**Met2 routing**

Scale: 3 px per µm.
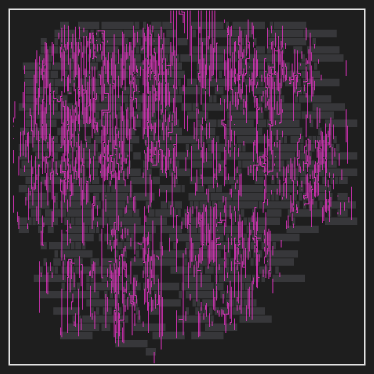
**I/O pins on the die edge**

Scale: 2 px per µm. Pins as bars across the die edge, other pins in gray.
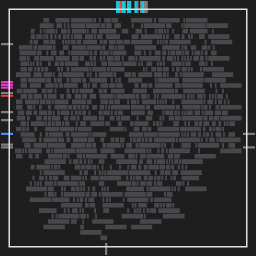
**Cell classes on the final placement**

Scale: 3 px per µm. Fill, decap, tap and diode cells in gray.
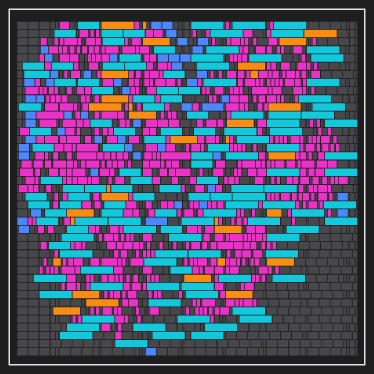
==> config.mk <==
export PLATFORM = sky130hd
export DESIGN_NAME = snake_game_ctrl_flat
export DESIGN_NICKNAME = d
export VERILOG_FILES = /design/src/rtl/snake_game_ctrl_if.sv /design/src/rtl/snake_game_ctrl.sv /design/src/flat_wrapper.sv
export SDC_FILE = /design/constraint.sdc
export NUM_CORES = 1
export LEC_CHECK = 0
export CORE_MARGIN = 2
export CORE_UTILIZATION = 50
export CTS_CLUSTER_DIAMETER = 100
export DETAILED_ROUTE_END_ITERATION = 12
export MAX_ROUTING_LAYER = met4
export PLACE_DENSITY = 0.8
export SLEW_MARGIN = 20
export SYNTH_ARGS = -nofsm -noshare
export SYNTH_HDL_FRONTEND = slang
export SYNTH_SLANG_ARGS = --single-unit
==> constraint.sdc <==
create_clock -name clock_25mhz -period 2.2 [get_ports clock_25mhz]
set_input_delay 0.44 -clock clock_25mhz [delete_from_list [all_inputs] [get_ports clock_25mhz]]
set_output_delay 0.44 -clock clock_25mhz [all_outputs]
set_load 0.01 [all_outputs]
==> run summary <==
Mapped Avg Cell Area: 9.95 µm²
RSZ-0062 raised after global routing: true
Sequential cell area: 3330 µm²
Final Hold Fails: 0
Register clock-pin slew on the reported worst setup and hold paths: 0.06 ns
Largest register FFs: 72
Crit path time final: 2.32 ns
Status: finished, violations left
CP Capture Type: register
Drc violations: 0
First-pass GRT wire length: 22.5 mm
Sequential share of the synthesized area: 51.1%
Via density: 5.14
N_diodes: 0
Top Ports: 27
Vias in the first global route: 4964
AO/OA Area Share: 5.20%
Fin. max-slew vios: 0
Final setup viols: 11
LEAKAGE: 2.94 nW
Area leader share: 33.3%
DR top layer: met4
Post-synthesis cell count: 653
Non-filler cells, final: 964
Synth flops: 130
Critical path's top delay family: AND-OR/OR-AND gates
Drt pass-1 iters: 5
Simple-Gate Fraction of Synth Area: 25.4%
Worst-case reg-to-reg path depth: 11
Failing checks: setup timing
CTS tree: built
Number of fill cells: 985
Clk buf depth: 2
Layout Nets: 803
Logic area: 3370 µm²
GRT overflow: 0
Sw Pwr: 1.18 mW
Max-cap violations: 0
Setup Buffers After CTS: 0
Sw frac: 20.0%
Met1 usage: 23.9%
Final WS setup: -0.120 ns
Comb power frac: 3.1%
EDFF count, synth: 72
CTS Hold Bufs: 0
Hold Crit Class: register to register
Back to the opening pictures, 'met2 routing':
The layer carries 6570 µm of wire. The longest straight run is 44.5 µm. 697 nets have wire on it. The layer holds 51% of the routed length.
detailed-route wire length: 12.8 mm
grt met2 use: 34.3%
vias: 4956

Back to the opening pictures, 'I/O pins on the die edge':
Key: red = bus_game_state [pins 2, direction output, edge 1 top, 1 left]; magenta = bus_speed_level [pins 3, direction output, edge left]; blue = bus_SWPAUSE [pins 1, direction input, edge left]; cyan = bus_score [pins 8, direction output, edge top]
port bufs: 26
Die X-Extent: 118 µm
DIE HEIGHT: 118 µm

Back to the opening pictures, 'cell classes on the final placement':
Key: blue = remaining buffers and delay cells [cells 52]; orange = clock drivers and dummy loads [cells 32]; magenta = remaining logic cells [cells 578]; cyan = sequential cells [cells 130]
fraction of area in registers: 41.0%
cell area after layout: 8110 µm²
Layout Utilization: 64.0%

[synthesized netlist by cell type, drive strengths merged (12+ instances only)]
| master | count |
|---|---|
| a21oi | 22 |
| xor2 | 45 |
| nor2 | 123 |
| and2 | 19 |
| nand2 | 46 |
| ha | 14 |
| nor3 | 14 |
| nor4 | 12 |
| xnor2 | 40 |
| inv | 20 |
| nand4 | 17 |
| nand3 | 40 |
| edfxtp | 72 |
| dfxtp | 58 |
[power groups by stage]
stage	registers (mW)	logic (mW)	clock network, mW
CTS	2.70	0.181	3.07
floorplan	2.73	0.127	0
global placement	2.74	0.173	0
detailed placement	2.75	0.177	0
global route	2.71	0.212	3.19
finish	2.70	0.185	3.04
[final cells by class]
class,instances,share of cell area [%]
clock buffers,21,5.55
clock inverters,11,2.27
inverters,20,0.987
multi-input cells,558,41.6
flip-flops and latches,130,41.0
well taps,172,2.65
repair buffers,52,5.92
[placed cells by master, fill, tap and decap left out, types with 5 or more instances in the layout]
cell type,instances
nand2b_1,10
nor2_1,123
dfxtp_1,56
and4_1,5
conb_1,72
buf_4,24
clkbuf_16,17
nor4_1,8
nand3_1,40
nand4_1,17
and3_1,5
nor2b_1,6
xnor2_1,39
ha_1,13
nor4b_1,6
nand2_1,46
mux2i_1,10
a21oi_1,19
nor3_1,13
inv_1,17
and2_1,19
bufinv_16,5
clkdlybuf4s50_1,26
xor2_1,45
edfxtp_1,72
[per-stage QoR]
stage	power [mW]	setup slack, ns	hold WS [ns]
floorplan	2.86	0.0214	0.386
global placement	2.92	-0.0199	0.392
detailed placement	2.92	-0.108	0.396
CTS	5.95	-0.0886	0.409
global route	6.11	-0.229	0.428
finish	5.92	-0.120	0.406
[timing repair]
action                                  CTS  global route
endpoints found under the setup margin   11            25
pin swaps                                 0             1
gates resized                             7             4
No activity file was given, so power comes from the tool's default toggle rates.
